--- config.mk ---
export PLATFORM = sky130hd
export DESIGN_NAME = fwft_sync_fifo
export DESIGN_NICKNAME = d
export VERILOG_FILES = /design/src/rtl/fwft_sync_fifo.sv
export SDC_FILE = /design/constraint.sdc
export NUM_CORES = 1
export LEC_CHECK = 0
export CORE_MARGIN = 5
export CORE_UTILIZATION = 45
export DETAILED_ROUTE_END_ITERATION = 7
export PLACE_DENSITY = 0.7
export SETUP_SLACK_MARGIN = 0.05
export SYNTH_ARGS = -nofsm -noshare
export SYNTH_HDL_FRONTEND = slang
export SYNTH_SLANG_ARGS = --single-unit
--- constraint.sdc ---
create_clock -name clk -period 4.9 [get_ports clk]
set_input_delay 0.98 -clock clk [delete_from_list [all_inputs] [get_ports clk]]
set_output_delay 0.98 -clock clk [all_outputs]
set_load 0.05 [all_outputs]
--- src/rtl/fwft_sync_fifo.sv ---
// fwft_sync_fifo: synchronous first-word-fall-through FIFO, register-array storage,
// valid/ready handshakes on both sides, any depth >= 2 (non-power-of-2 allowed).
// Adds occupancy reporting, almost-full/almost-empty flags, synchronous flush and a
// high-watermark monitor.
//
// Optional build macro: FIFO_BYPASS_EN
//   When defined, a word offered to an empty FIFO appears on the pop side in the same
//   cycle; if it is taken that cycle it never touches storage.
//
// Ports:
//   clk            clock, all state updates on the rising edge
//   rst_n          asynchronous active-low reset
//   flush_i        synchronous clear of contents (watermark unaffected)
//   push_data_i    write payload
//   push_valid_i   producer offers push_data_i
//   push_ready_o   FIFO accepts a word this cycle
//   pop_data_o     head-of-queue payload (0 when pop_valid_o is low)
//   pop_valid_o    pop_data_o is valid
//   pop_ready_i    consumer takes pop_data_o this cycle
//   level_o        registered occupancy, 0..FIFO_DEPTH
//   almost_full_o  level_o >= AF_THRESH
//   almost_empty_o level_o <= AE_THRESH
//   hwm_o          highest occupancy since reset or last watermark clear
//   hwm_clr_i      reload the watermark with the next occupancy value
module fwft_sync_fifo #(
    parameter int unsigned DATA_WIDTH = 32,
    parameter int unsigned FIFO_DEPTH = 4,
    parameter int unsigned AF_THRESH  = FIFO_DEPTH - 1,
    parameter int unsigned AE_THRESH  = 1,
    parameter int unsigned LW         = $clog2(FIFO_DEPTH + 1)
) (
    input  logic                  clk,
    input  logic                  rst_n,
    input  logic                  flush_i,
    input  logic [DATA_WIDTH-1:0] push_data_i,
    input  logic                  push_valid_i,
    output logic                  push_ready_o,
    output logic [DATA_WIDTH-1:0] pop_data_o,
    output logic                  pop_valid_o,
    input  logic                  pop_ready_i,
    output logic [LW-1:0]         level_o,
    output logic                  almost_full_o,
    output logic                  almost_empty_o,
    output logic [LW-1:0]         hwm_o,
    input  logic                  hwm_clr_i
);

    localparam int unsigned   PW       = $clog2(FIFO_DEPTH);
    localparam logic [LW-1:0] LVL_FULL = LW'(FIFO_DEPTH);
    localparam logic [PW-1:0] PTR_LAST = PW'(FIFO_DEPTH - 1);

    logic [DATA_WIDTH-1:0] mem [FIFO_DEPTH];

    logic [PW-1:0] wr_ptr_q, wr_ptr_d;
    logic [PW-1:0] rd_ptr_q, rd_ptr_d;
    logic [LW-1:0] level_q, level_d;
    logic [LW-1:0] hwm_q, hwm_d;

    logic push_hs;
    logic pop_hs;
    logic wr_en;
    logic rd_en;
    logic empty;

    assign empty = (level_q == '0);

    // Ready depends only on registered state plus flush, so a pop in a full cycle
    // never enables a write-through.
    assign push_ready_o = !flush_i && (level_q != LVL_FULL);

`ifdef FIFO_BYPASS_EN
    logic bypass;

    always_comb begin
        if (empty) begin
            pop_valid_o = push_valid_i && !flush_i;
            pop_data_o  = pop_valid_o ? push_data_i : '0;
        end else begin
            pop_valid_o = !flush_i;
            pop_data_o  = pop_valid_o ? mem[rd_ptr_q] : '0;
        end
    end

    assign push_hs = push_valid_i && push_ready_o;
    assign pop_hs  = pop_valid_o && pop_ready_i;
    // A word taken in the same cycle it is offered to an empty FIFO skips storage.
    assign bypass  = empty && push_hs && pop_hs;
    assign wr_en   = push_hs && !bypass;
    assign rd_en   = pop_hs && !bypass;
`else
    always_comb begin
        pop_valid_o = !flush_i && !empty;
        pop_data_o  = pop_valid_o ? mem[rd_ptr_q] : '0;
    end

    assign push_hs = push_valid_i && push_ready_o;
    assign pop_hs  = pop_valid_o && pop_ready_i;
    assign wr_en   = push_hs;
    assign rd_en   = pop_hs;
`endif

    always_comb begin
        wr_ptr_d = wr_ptr_q;
        rd_ptr_d = rd_ptr_q;
        level_d  = level_q;
        if (flush_i) begin
            wr_ptr_d = '0;
            rd_ptr_d = '0;
            level_d  = '0;
        end else begin
            if (wr_en) begin
                wr_ptr_d = (wr_ptr_q == PTR_LAST) ? '0 : wr_ptr_q + PW'(1);
            end
            if (rd_en) begin
                rd_ptr_d = (rd_ptr_q == PTR_LAST) ? '0 : rd_ptr_q + PW'(1);
            end
            if (wr_en && !rd_en) begin
                level_d = level_q + LW'(1);
            end else if (rd_en && !wr_en) begin
                level_d = level_q - LW'(1);
            end
        end
    end

    // Watermark tracks the occupancy being loaded this cycle, not the current one.
    always_comb begin
        hwm_d = hwm_q;
        if (hwm_clr_i) begin
            hwm_d = level_d;
        end else if (level_d > hwm_q) begin
            hwm_d = level_d;
        end
    end

    always_ff @(posedge clk or negedge rst_n) begin
        if (!rst_n) begin
            wr_ptr_q <= '0;
            rd_ptr_q <= '0;
            level_q  <= '0;
            hwm_q    <= '0;
        end else begin
            wr_ptr_q <= wr_ptr_d;
            rd_ptr_q <= rd_ptr_d;
            level_q  <= level_d;
            hwm_q    <= hwm_d;
        end
    end

    // Storage is intentionally not reset; level gating keeps stale words hidden.
    always_ff @(posedge clk) begin
        if (wr_en) begin
            mem[wr_ptr_q] <= push_data_i;
        end
    end

    assign level_o        = level_q;
    assign hwm_o          = hwm_q;
    assign almost_full_o  = (level_q >= LW'(AF_THRESH));
    assign almost_empty_o = (level_q <= LW'(AE_THRESH));

endmodule

### Drive-strength map, run 1

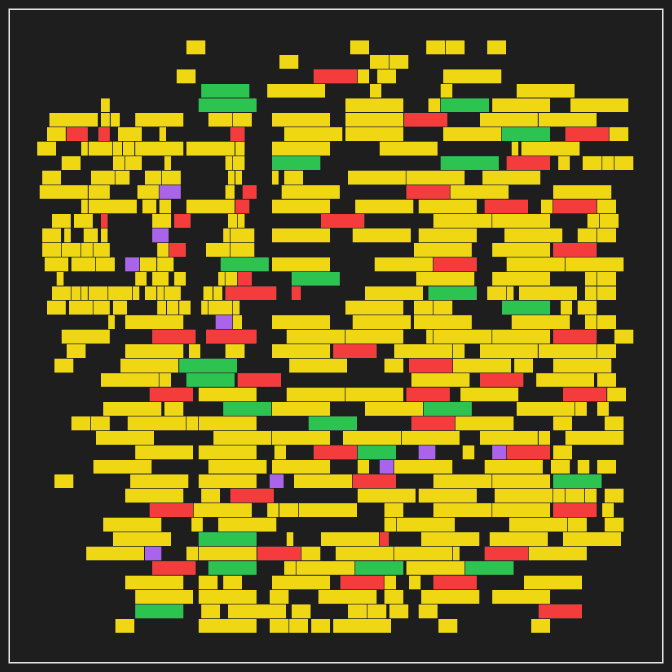
Red marks drive 2, cells 45, share 11%, most used mux4_2. Green marks drive 6 and up, cells 22, share 5.5%, most used clkbuf_16. Yellow marks drive 1 or less, cells 327, share 81%, most used edfxtp_1. Purple marks drive 3 to 4, cells 9, share 2.2%.

### Clock network drawn from the DEF, run 1

Bar = 20 um.
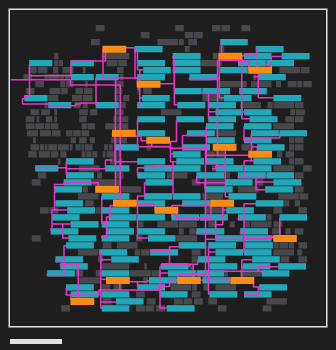
Orange marks cells driving clock nets, count 17. Cyan marks flip-flops, count 138. Magenta marks clock wires, length 1,620 um.
There are 18 routed clock nets.

### Placement view, run 1

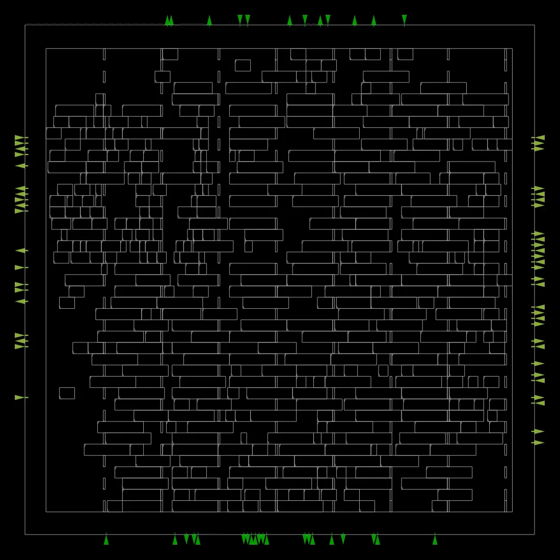
Final Non-Filler Cells: 575
core box area: 12,500 sq um
flip-flops: 138

==> results.cfg, run 1 <==
; physical design summary
[outcome]
status = finished, final reports clean

[cells_and_area]
seq_share_pct = 56.2
regArea_sq_um = 4100
area_growth_pct = 27.7
inv_count = 10
n_clock_buffer = 18
final_cell_mix = 128 x edfxtp_1, 79 x clkdlybuf4s50_1, 40 x nor2b_1, 32 x mux4_2, 17 x clkbuf_16
final_util_pct = 58.3
drive_gt1_share_pct = 18.9

[setup_path]
r2r_start = level_o[0]$_DFF_PN0_
cp-endpoint = pop_data_o[31]
crit_required_ps = 3920
cp-end-kind = output pin

[cts]
cts_buffer_depth = 2
hold_buffers = 0
cts_max_level = 4
post-cts-setup-buffers = 0

[logic_synthesis]
syn_avg_cell_area_sq_um = 18.7
edf_count = 128
ff_type = edfxtp_1
netlist.area_leader.share_pct = 67.3

[timing]
period_needed_ps = 4070
slew_headroom_pct = 40.7
hold_viol_final = 0

[routing]
dr_wl_met2_um = 5270
wl_met3_um = 646

[floorplanning]
io_pins = 80
-- run 1: worst max-delay path: stages, from the launching register on --
cell and delay (ps):
dfrtp_1 480, inv_1 130, ha_1 340, nand2b_1 210, nand2b_2 240, buf_12 240, nor2b_1 180, clkdlybuf4s50_1 840
-- run 1: power groups by stage --
stage	registers [mW]	clock network, mW	logic [mW]
finish	1.43	1.31	0.998
CTS	1.43	1.33	1.01
global placement	1.45	0	0.991
detailed placement	1.45	0	1.01
global route	1.44	1.38	1.07
floorplan	1.45	0	0.690
-- run 1: logic make-up (layout without fill, tap and decap cells) --
kind of cell,count (synthesis),in the layout
flops,138,138
compound gates,20,20
buf+inv,27,125
simple gates,72,72
fa+ha+maj,12,12
mux,36,36
### Where the registers sit, run 1

Bar = 20 um.
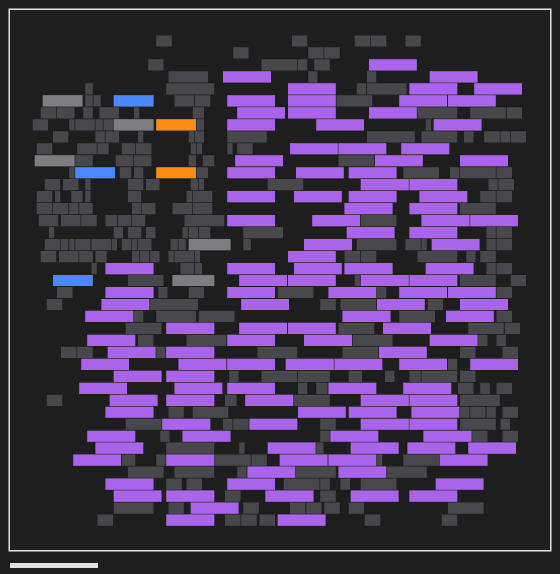

==> run 2, diff against run 1 <==
clock period = 3.9 ns   (was 4.9 ns; I/O delays follow)
### Where the registers sit, run 2

Bar = 20 um.
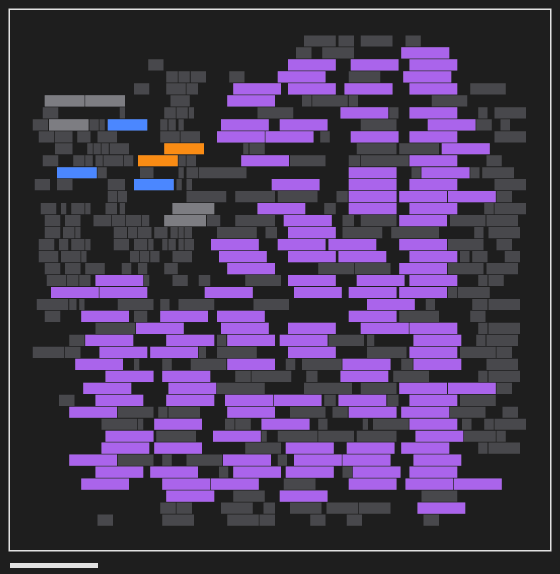
Orange marks wr_ptr_q, placed flops 2. Purple marks mem, placed flops 128. Blue marks level_o, placed flops 3.
Another 5 sequential cells are not coloured.

### Placement view, run 2

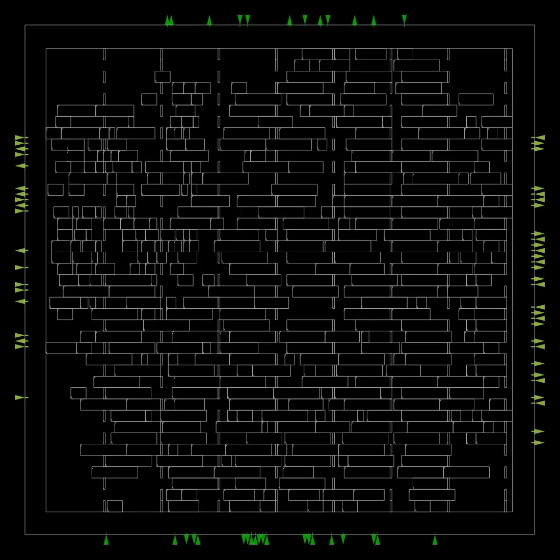
Final Non-Filler Cells: 581
Seq area share: 53.4%
post-layout util: 61.2%

==> run 2 against run 1 <==
  * Synthesized cell count did not move
  * Register-to-register slack got worse by 1000 ps
  * Final cell count rose by 1.0%
  * Combinational power rose by 44%
  * Worst hold slack improved by 13 ps
==> results.cfg, run 2 <==
; physical design summary
[outcome]
status = finished, final reports clean

[timing]
hold_viol_final = 0
slew_headroom_pct = 43.6
period_needed_ps = 3400
finalSetupViolations = 0
worst_pin_slew_ps = 846

[logic_synthesis]
syn_avg_cell_area_sq_um = 18.7
synth-warning-count = 0
ff_type = edfxtp_1
synth.yosys.chip_area_sq_um = 5710
fp_nets = 355
netlist.area_leader.share_pct = 67.3
edf_count = 128
synth-compound-area-share_pct = 2.56

[setup_path]
critPathBufInv = 2
critPathSlowestCell = clkdlybuf4s50_1
crit_chain = clkdlybuf4s50_1 > a21oi_2 > clkdlybuf4s50_1
cpLargestDelayFamily = buffers and inverters
crit_top_cell = clkdlybuf4s50_1
cpPeakStageDelay_ps = 860
cp-end-kind = output pin

[cells_and_area]
nFlopsAndLatches = 138
regArea_sq_um = 4100
inv_count = 10
lay_top_count = edfxtp_1
largest_reg_flops = 128
area_growth_pct = 34.3
drive_gt1_share_pct = 28.4
final_cell_mix = 128 x edfxtp_1, 46 x clkdlybuf4s50_1, 40 x nor2b_1, 32 x mux4_2, 32 x buf_12

[power]
powerClk_mw = 1.69
pwr-share-clk_pct = 34.3
comb-power_mw = 1.44
power_top_consumer = registers
seq-power_mw = 1.79

[routing]
highest_layer = met4
dr_wl_met2_um = 5320
wl_met3_um = 490

[cts]
post-cts-setup-buffers = 0
cts_max_level = 4
cts_buffer_depth = 2
cts_tree = built
path_clk_slew_ps = 60

[floorplanning]
initCoreUtil_pct = 45.6
io_pins = 80
coreArea_sq_um = 12500

[flow_run]
drv_cap = 0

[grt]
met1_usage_pct = 18.3

[min_path]
hp-class = reg2reg
[run 2: worst paths after layout]
kind                       cells after the start  slack [ps]                 start                       to
setup / recovery                               3         500               flush_i             push_ready_o
max in group asynchronous                      1        2860                 rst_n  rd_ptr_q[0]$_DFFE_PN0P_
min in group asynchronous                      1         700                 rst_n     hwm_o[1]$_DFFE_PN0P_
hold reg to reg                                1         540  hwm_o[1]$_DFFE_PN0P_     hwm_o[1]$_DFFE_PN0P_
setup reg to reg                              11         600  level_o[1]$_DFF_PN0_     hwm_o[0]$_DFFE_PN0P_
hold / removal                                 1         540  hwm_o[1]$_DFFE_PN0P_     hwm_o[1]$_DFFE_PN0P_
### Drive-strength map, run 2

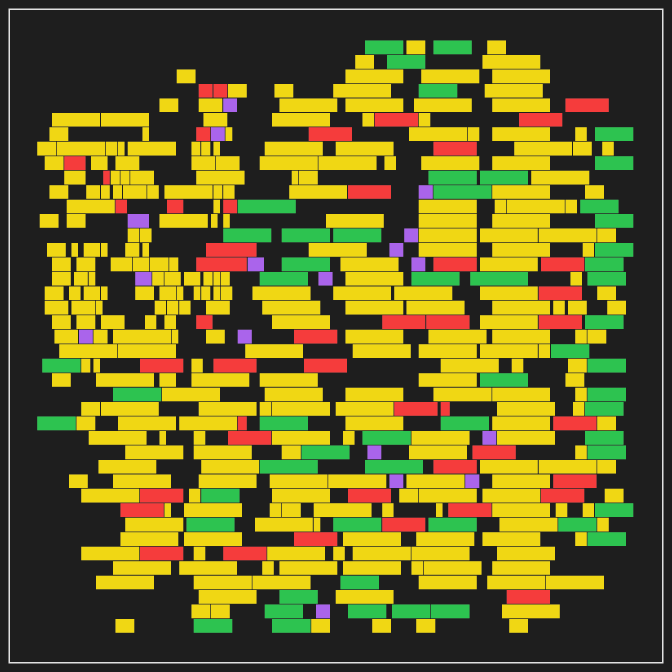

==> run 3, diff against run 2 <==
CORE_UTILIZATION = 54   (was 45)
PLACE_DENSITY = 0.81   (was 0.7)
### Drive-strength map, run 3

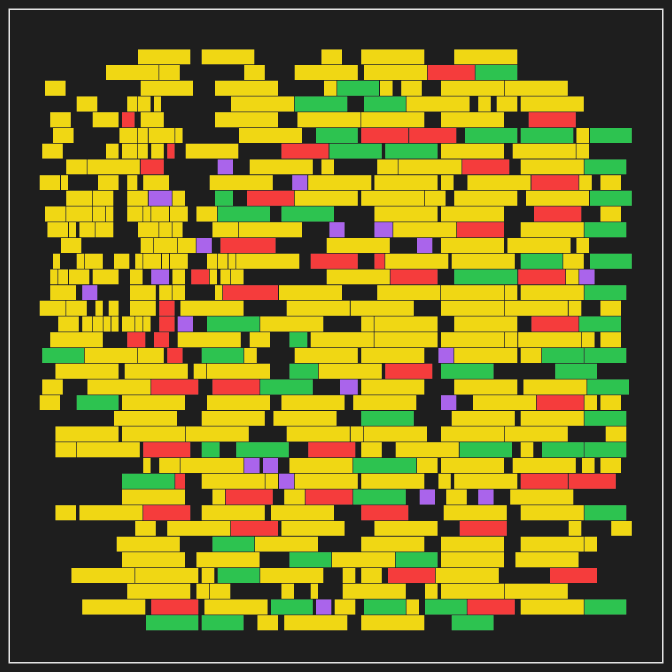
Green marks drive 6 and up, cells 55, share 13%, most used buf_12. Red marks drive 2, cells 45, share 11%, most used mux4_2. Yellow marks drive 1 or less, cells 290, share 71%, most used edfxtp_1. Purple marks drive 3 to 4, cells 20, share 4.9%, most used buf_4.

==> run 3 against run 2 <==
  * Combinational power is essentially flat
  * First-iteration DRC count shrank 26%
  * Critical endpoint is now pop_data_o[17]
  * Fmax shrank 2.0%
==> results.cfg, run 3 <==
; physical design summary
[logic_synthesis]
synth-warning-count = 0
syn_avg_cell_area_sq_um = 18.7
netlist.area_leader.share_pct = 67.3
synth.yosys.chip_area_sq_um = 5710
ff_type = edfxtp_1
fp_nets = 355

[setup_path]
cpLargestDelayFamily = simple AND/OR/NAND/NOR gates
r2r_start = level_o[1]$_DFF_PN0_
critPathBufInv = 3
cpPeakStageDelay_ps = 520
r2r_slack_ps = 580
cp-endpoint = pop_data_o[17]
timing.rr.end = hwm_o[0]$_DFFE_PN0P_
cp-startpoint = level_o[1]$_DFF_PN0_
cp.depth = 7
crit_required_ps = 3120
crit_chain = inv_1 > ha_1 > nand2b_1 > nand2b_2 > buf_4 > nor2b_1 > buf_12
r2r_cells = 11

[cts]
post-cts-setup-buffers = 0
cts_buffer_depth = 2
cts_max_level = 4
path_clk_slew_ps = 60
cts_tree = built

[cells_and_area]
final_cell_mix = 128 x edfxtp_1, 46 x clkdlybuf4s50_1, 40 x nor2b_1, 33 x buf_12, 32 x mux4_2
inv_count = 10
final_util_pct = 73.4
drive_gt1_share_pct = 29.3
post-route-cell-area_sq_um = 7580
nFlopsAndLatches = 138
stdcell_count = 546
regArea_sq_um = 4100
lay_top_count = edfxtp_1
n_clock_buffer = 17

[timing]
slew_headroom_pct = 45.3
period_needed_ps = 3470
finalSetupViolations = 0
worst_pin_slew_ps = 821

[outcome]
status = finished, final reports clean

[floorplanning]
io_pins = 80
coreArea_sq_um = 10300

[routing]
wl_met3_um = 550
highest_layer = met4
dr_wl_met2_um = 5880

[min_path]
hold_path.startpoint = hwm_o[2]$_DFFE_PN0P_
worst_hold_path.num_cells = 2
hp-class = reg2reg

[flow_run]
drv_cap = 0
### Wiring heat map, run 3

23 x 23 tiles, from dark blue (low) to red (high), scaled to the fullest tile. Values are wire area over tile area, all layers added.
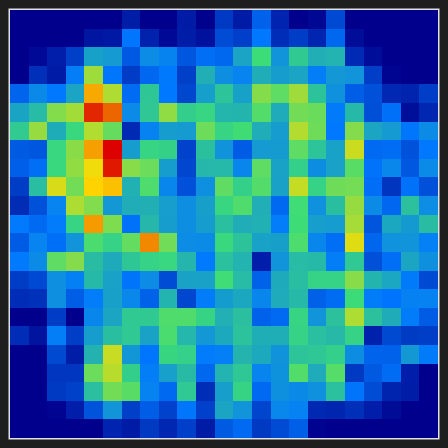
The fullest tile reaches 0.45. The densest ninth of the die: left middle. The mean over all tiles is 0.13. 14% of the tiles are over half the peak.

## run 3: cell types whose count changed in the layout (fill, tap and decap cells not counted)
cell / previous run / this run
clkinv_1: 3 / 1
clkbuf_1: 1 / 0
buf_12: 32 / 33
clkinv_4: 1 / 2
buf_4: 11 / 12
clkbuf_16: 17 / 16
clkbuf_8: 0 / 1
bufinv_16: 5 / 2
inv_6: 0 / 3
clkinvlp_4: 3 / 4
## run 3: logic make-up after synthesis
| group | synth area share [%] |
|---|---|
| buf+inv | 2.13 |
| mux | 13.4 |
| fa+ha+maj | 2.63 |
| flops | 71.7 |
| simple gates | 7.60 |
| compound gates | 2.56 |
## run 3: where the power goes
group	switching [mW]	internal, mW
clock network	0.593	0.907
logic	0.774	0.687
registers	0.0921	1.69
total	1.46	3.29
No activity file was given, so power comes from the tool's default toggle rates.
